### src/rtl/rtype_decode_stage.sv
// rtl/rtype_decode_stage.sv - R-type decode stage with ALU one-hot enables behind a 2-entry skid buffer
module rtype_decode_stage #(
   parameter int CNT_W = 16
) (
   input  logic             clk,
   input  logic             rst,
   input  logic             flush,
   input  logic             in_valid,
   output logic             in_ready,
   input  logic [31:0]      in_instr,
   output logic             out_valid,
   input  logic             out_ready,
   output logic [4:0]       out_rs1,
   output logic [4:0]       out_rs2,
   output logic [4:0]       out_rd,
   output logic             Radd_en,
   output logic             Rsub_en,
   output logic             Ror_en,
   output logic             Rxor_en,
   output logic             Rand_en,
   output logic             Rslt_en,
   output logic             Rsltu_en,
   output logic             Rsll_en,
   output logic             Rsrl_en,
   output logic             Rsra_en,
   output logic             out_wb_en,
   output logic             out_illegal,
   output logic [CNT_W-1:0] illegal_cnt
);

   typedef enum logic [1:0] {EMPTY, ONE, FULL} state_t;

   // ops bit order: add, sub, or, xor, and, slt, sltu, sll, srl, sra (bit 0 first)
   typedef struct packed {
      logic [4:0] rs1;
      logic [4:0] rs2;
      logic [4:0] rd;
      logic [9:0] ops;
      logic       wb;
      logic       illegal;
   } dec_t;

   state_t           state;
   dec_t             dec;
   dec_t             main_q;
   dec_t             skid_q;
   logic             ready_q;
   logic [CNT_W-1:0] cnt_q;
   logic             accept;
   logic             drain;

   // in_ready comes from a register; rst masks it so nothing is taken during reset
   assign in_ready  = ready_q && !rst;
   assign out_valid = (state != EMPTY);
   assign accept    = in_valid && in_ready && !flush;
   assign drain     = out_valid && out_ready;

   // Decode the incoming word into register addresses and a one-hot op vector
   always_comb begin
      dec     = '0;
      dec.rs1 = in_instr[19:15];
      dec.rs2 = in_instr[24:20];
      dec.rd  = in_instr[11:7];
      if (in_instr[6:0] == 7'b0110011) begin
         case ({in_instr[31:25], in_instr[14:12]})
            10'b0000000_000: dec.ops = 10'b0000000001;
            10'b0100000_000: dec.ops = 10'b0000000010;
            10'b0000000_110: dec.ops = 10'b0000000100;
            10'b0000000_100: dec.ops = 10'b0000001000;
            10'b0000000_111: dec.ops = 10'b0000010000;
            10'b0000000_010: dec.ops = 10'b0000100000;
            10'b0000000_011: dec.ops = 10'b0001000000;
            10'b0000000_001: dec.ops = 10'b0010000000;
            10'b0000000_101: dec.ops = 10'b0100000000;
            10'b0100000_101: dec.ops = 10'b1000000000;
            default:         dec.ops = 10'b0000000000;
         endcase
      end
      dec.illegal = (dec.ops == 10'b0);
      dec.wb      = !dec.illegal && (dec.rd != 5'd0);
   end

   // Skid-buffer FSM: main feeds the outputs, skid catches one word while stalled
   always_ff @(posedge clk) begin
      if (rst) begin
         state   <= EMPTY;
         main_q  <= '0;
         skid_q  <= '0;
         ready_q <= 1'b1;
      end else if (flush) begin
         state   <= EMPTY;
         ready_q <= 1'b1;
      end else begin
         case (state)
            EMPTY: begin
               if (accept) begin
                  main_q <= dec;
                  state  <= ONE;
               end
            end
            ONE: begin
               if (accept && drain) begin
                  main_q <= dec;
               end else if (accept) begin
                  skid_q  <= dec;
                  state   <= FULL;
                  ready_q <= 1'b0;
               end else if (drain) begin
                  state <= EMPTY;
               end
            end
            FULL: begin
               if (drain) begin
                  main_q  <= skid_q;
                  state   <= ONE;
                  ready_q <= 1'b1;
               end
            end
            default: begin
               state   <= EMPTY;
               ready_q <= 1'b1;
            end
         endcase
      end
   end

   // Count illegal entries as they are handed downstream, holding at all-ones
   always_ff @(posedge clk) begin
      if (rst) begin
         cnt_q <= '0;
      end else if (drain && main_q.illegal && (cnt_q != {CNT_W{1'b1}})) begin
         cnt_q <= cnt_q + CNT_W'(1);
      end
   end

   assign out_rs1     = main_q.rs1;
   assign out_rs2     = main_q.rs2;
   assign out_rd      = main_q.rd;
   assign {Rsra_en, Rsrl_en, Rsll_en, Rsltu_en, Rslt_en,
           Rand_en, Rxor_en, Ror_en, Rsub_en, Radd_en} = main_q.ops & {10{out_valid}};
   assign out_wb_en   = main_q.wb && out_valid;
   assign out_illegal = main_q.illegal && out_valid;
   assign illegal_cnt = cnt_q;

endmodule
### config.mk
export PLATFORM = sky130hd
export DESIGN_NAME = rtype_decode_stage
export DESIGN_NICKNAME = d
export VERILOG_FILES = /design/src/rtl/rtype_decode_stage.sv
export SDC_FILE = /design/constraint.sdc
export NUM_CORES = 1
export LEC_CHECK = 0
export CELL_PAD_IN_SITES_DETAIL_PLACEMENT = 1
export CELL_PAD_IN_SITES_GLOBAL_PLACEMENT = 1
export CORE_MARGIN = 1
export CORE_UTILIZATION = 38
export CTS_BUF_LIST = sky130_fd_sc_hd__clkbuf_16
export CTS_CLUSTER_SIZE = 10
export DETAILED_ROUTE_END_ITERATION = 8
export PLACE_DENSITY_LB_ADDON = 0.05
export SYNTH_ARGS = -nofsm -noshare
export SYNTH_HDL_FRONTEND = slang
export SYNTH_SLANG_ARGS = --single-unit
### constraint.sdc
create_clock -name clk -period 2.89 [get_ports clk]
set_clock_uncertainty 0.2 [all_clocks]
set_input_delay 0.4335 -clock clk [delete_from_list [all_inputs] [get_ports clk]]
set_output_delay 0.4335 -clock clk [all_outputs]
set_load 0.03 [all_outputs]
==> results.sh, run 1 <==
# implementation run metrics
export IMPL_power_top_group="registers"
export IMPL_largest_register="skid_q"
export IMPL_pwr_share_seq=0.459
export IMPL_r2r_start="state[1]"
export IMPL_path_buffers=1
export IMPL_cts_root_buf="clkbuf_16"
export IMPL_min_from="rst"
export IMPL_slew_headroom=0.491
export IMPL_htree_levels=3
export IMPL_power_total_uw=2270
export IMPL_ys_seq_frac=0.384
export IMPL_crit_path_start_kind="register"
export IMPL_p_leak_uw=0.00166
export IMPL_layout_min_cycle_time_ps=2670
export IMPL_cp_data_required_time_ps=2260
export IMPL_sw_frac_of_total=0.246
export IMPL_hpwlAfterDp_um=7610
export IMPL_endpoint="Ror_en"
export IMPL_ios=82
export IMPL_portBuffers=81
export IMPL_buffer_area_frac=0.205
export IMPL_cpPeakStageDelay_ps=670
export IMPL_top_cell="nand2_1"
export IMPL_ys_sh_simple=0.312
export IMPL_vdd_drop_max_v=0.000217
export IMPL_dp_slack_ps=224
export IMPL_comb_area_sq_mm=0.00203
export IMPL_initial_core_util=0.391
export IMPL_setup_tns_ps=0
export IMPL_top_area_cell="dfxtp_1"
export IMPL_pg_seq_uw=1040
export IMPL_ys_sh_adder=0.00329
export IMPL_r2r_setup_slack_ps=710
export IMPL_path_class="register to primary output"
export IMPL_wl_per_cell_um=16.8
export IMPL_postSynth_asyncResetShare=0
export IMPL_edf_count=0
export IMPL_comb_share=0.411
export IMPL_cts_tree="built"
export IMPL_synth_nets=493
export IMPL_drv_slew=0
export IMPL_cts_resized=0
export IMPL_drc=0
export IMPL_r2r_end="out_rs1[3]"
export IMPL_clk_path_buf_depth=2
export IMPL_comb_power_share=0.112
export IMPL_arrival_ps=2030
export IMPL_clkbuf_count=9
export IMPL_crit_chain="or2_2 > and2_1 > clkdlybuf4s50_1"
export IMPL_grt_start_max_net_pins=63
export IMPL_nNonClkInverters=4
export IMPL_coreArea_sq_mm=0.00973
export IMPL_power_switching_uw=557
export IMPL_p_per_area_mw_per_mm2=459
export IMPL_path_depth=3
export IMPL_place_congestion=0.752
export IMPL_top_area_frac=0.384
export IMPL_worst_pin_slew_ps=764
export IMPL_final_cell_mix="nand2_1 (86), clkdlybuf4s50_1 (80), dfxtp_1 (73)"
export IMPL_die_height_um=102
export IMPL_finalSetupViolCount=0
export IMPL_setup_ws_ps=222
export IMPL_clockNetworkAreaShare=0.0514
export IMPL_ff_type="dfxtp_1"
export IMPL_post_route_util=0.508
export IMPL_final_common_cell="nand2_1"
export IMPL_die_x_um=102
export IMPL_use_met3=0.0287
export IMPL_crit_path_max_fanout=14
export IMPL_n_all_buffers=102
export IMPL_cts_hold_fix_buffers=0
export IMPL_yosys_cells=455
export IMPL_grtUsageTotal=0.225
export IMPL_hold_class="input port to register"
export IMPL_syn_instance_count=455
export IMPL_antenna_cells=0
export IMPL_grtUsageMet2=0.402
export IMPL_vias_per_cell=5.54
export IMPL_hold_depth=2
export IMPL_grt_pass1_vias=3702
export IMPL_comb_cells=330
export IMPL_whs_endpoint="illegal_cnt[2]"
export IMPL_slowest_stage="clkdlybuf4s50_1"
export IMPL_numCtsBuffers=9
export IMPL_grt_overflow_total=0
export IMPL_routedLengthMet1_um=4870
export IMPL_outcome="complete, no violations"
export IMPL_grt_first_pass_wirelength_um=18000
export IMPL_maxCapViolations=0
**Run 1: metal 1**

The bar under the picture is 20 um long. Cells faint in the background.
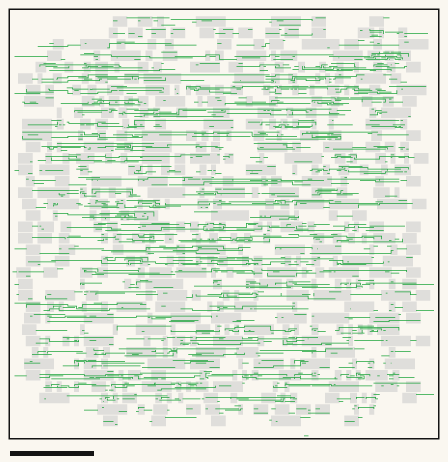
nets with wire on the layer: 505
wire length on this layer: 4870 um
main direction: horizontal
Global Route met1 Usage: 0.269
via count: 3646
WL final: 11000 um

**Run 1: M2 wires**

The bar under the picture is 20 um long. Cells faint in the background.
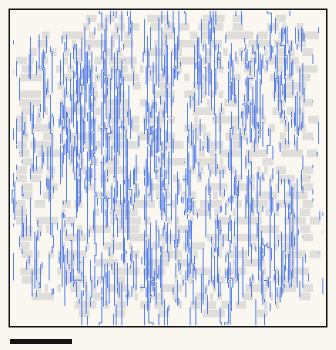
share of all routed wire: 50%
main direction: vertical
wire length on this layer: 5560 um
nets with wire on the layer: 495

**Run 1: signal wires on met3**

The bar under the picture is 20 um long. Cells faint in the background.
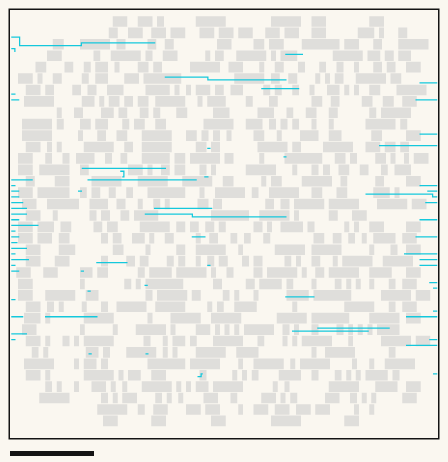
nets with wire on the layer: 58
wire length on this layer: 390 um

**Run 1: signal wires on met4**

The bar under the picture is 20 um long.
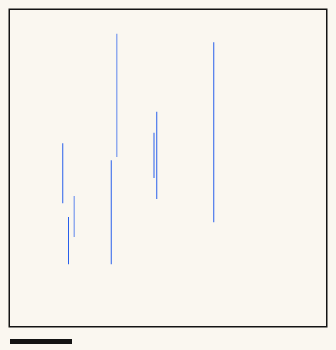
nets with wire on the layer: 7
main direction: vertical
longest straight run: 57.8 um
wire length on this layer: 220 um
share of all routed wire: 2.0%

==> run 2: changes to the inputs <==
Settings changed: SLEW_MARGIN set to 20.
**Run 2: signal wires on met3**

The bar under the picture is 20 um long. Cells faint in the background.
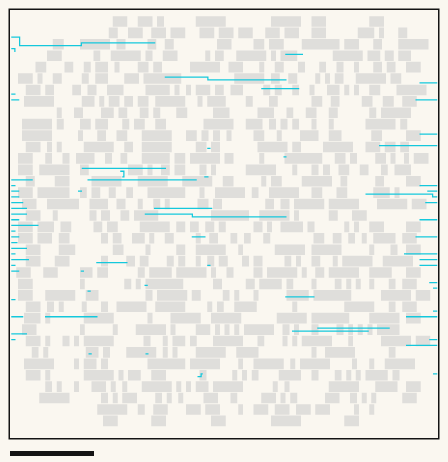
wire length on this layer: 390 um
share of all routed wire: 3.5%
nets with wire on the layer: 58
met3 Usage GRT: 0.0287

==> run 2 against run 1 <==
  * Routed wire length stayed put
  * First-iteration DRC count stayed put
  * Via count stayed put
  * Clock power hardly changed
  * Critical path type unchanged
==> results.sh, run 2 <==
# implementation run metrics
export IMPL_outcome="complete, no violations"
export IMPL_p_per_area_mw_per_mm2=459
export IMPL_use_met1=0.269
export IMPL_drv_slew=0
export IMPL_comb_area_sq_mm=0.00203
export IMPL_ff_type="dfxtp_1"
export IMPL_crit_path_start_kind="register"
export IMPL_postSynth_asyncResetShare=0
export IMPL_path_buffers=1
export IMPL_layout_min_cycle_time_ps=2670
export IMPL_top_area_frac=0.384
export IMPL_nNonClkInverters=4
export IMPL_p_leak_uw=0.00166
export IMPL_crit_path_max_fanout=14
export IMPL_hold_class="input port to register"
export IMPL_die_height_um=102
export IMPL_cts_hold_fix_buffers=0
export IMPL_crit_chain="or2_2 > and2_1 > clkdlybuf4s50_1"
export IMPL_clk_path_buf_depth=2
export IMPL_power_total_uw=2270
export IMPL_buffer_area_frac=0.205
export IMPL_edf_count=0
export IMPL_worst_pin_slew_ps=764
export IMPL_slew_headroom=0.491
export IMPL_vdd_drop_max_v=0.000217
export IMPL_grt_first_pass_wirelength_um=18000
export IMPL_cts_resized=0
export IMPL_finalSetupViolCount=0
export IMPL_clockNetworkAreaShare=0.0514
export IMPL_vias_per_cell=5.54
export IMPL_syn_instance_count=455
export IMPL_yosys_cells=455
export IMPL_cpPeakStageDelay_ps=670
export IMPL_synth_nets=493
export IMPL_whs_endpoint="illegal_cnt[2]"
export IMPL_comb_cells=330
**Run 2: M2 wires**

The bar under the picture is 20 um long. Cells faint in the background.
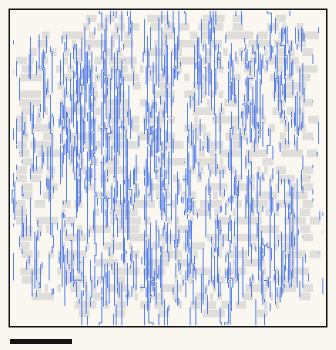
share of all routed wire: 50%
longest straight run: 60.2 um
wire length on this layer: 5560 um
main direction: vertical
nets with wire on the layer: 495
met2 Use GR: 0.402

Power and IR drop assume default switching activity.
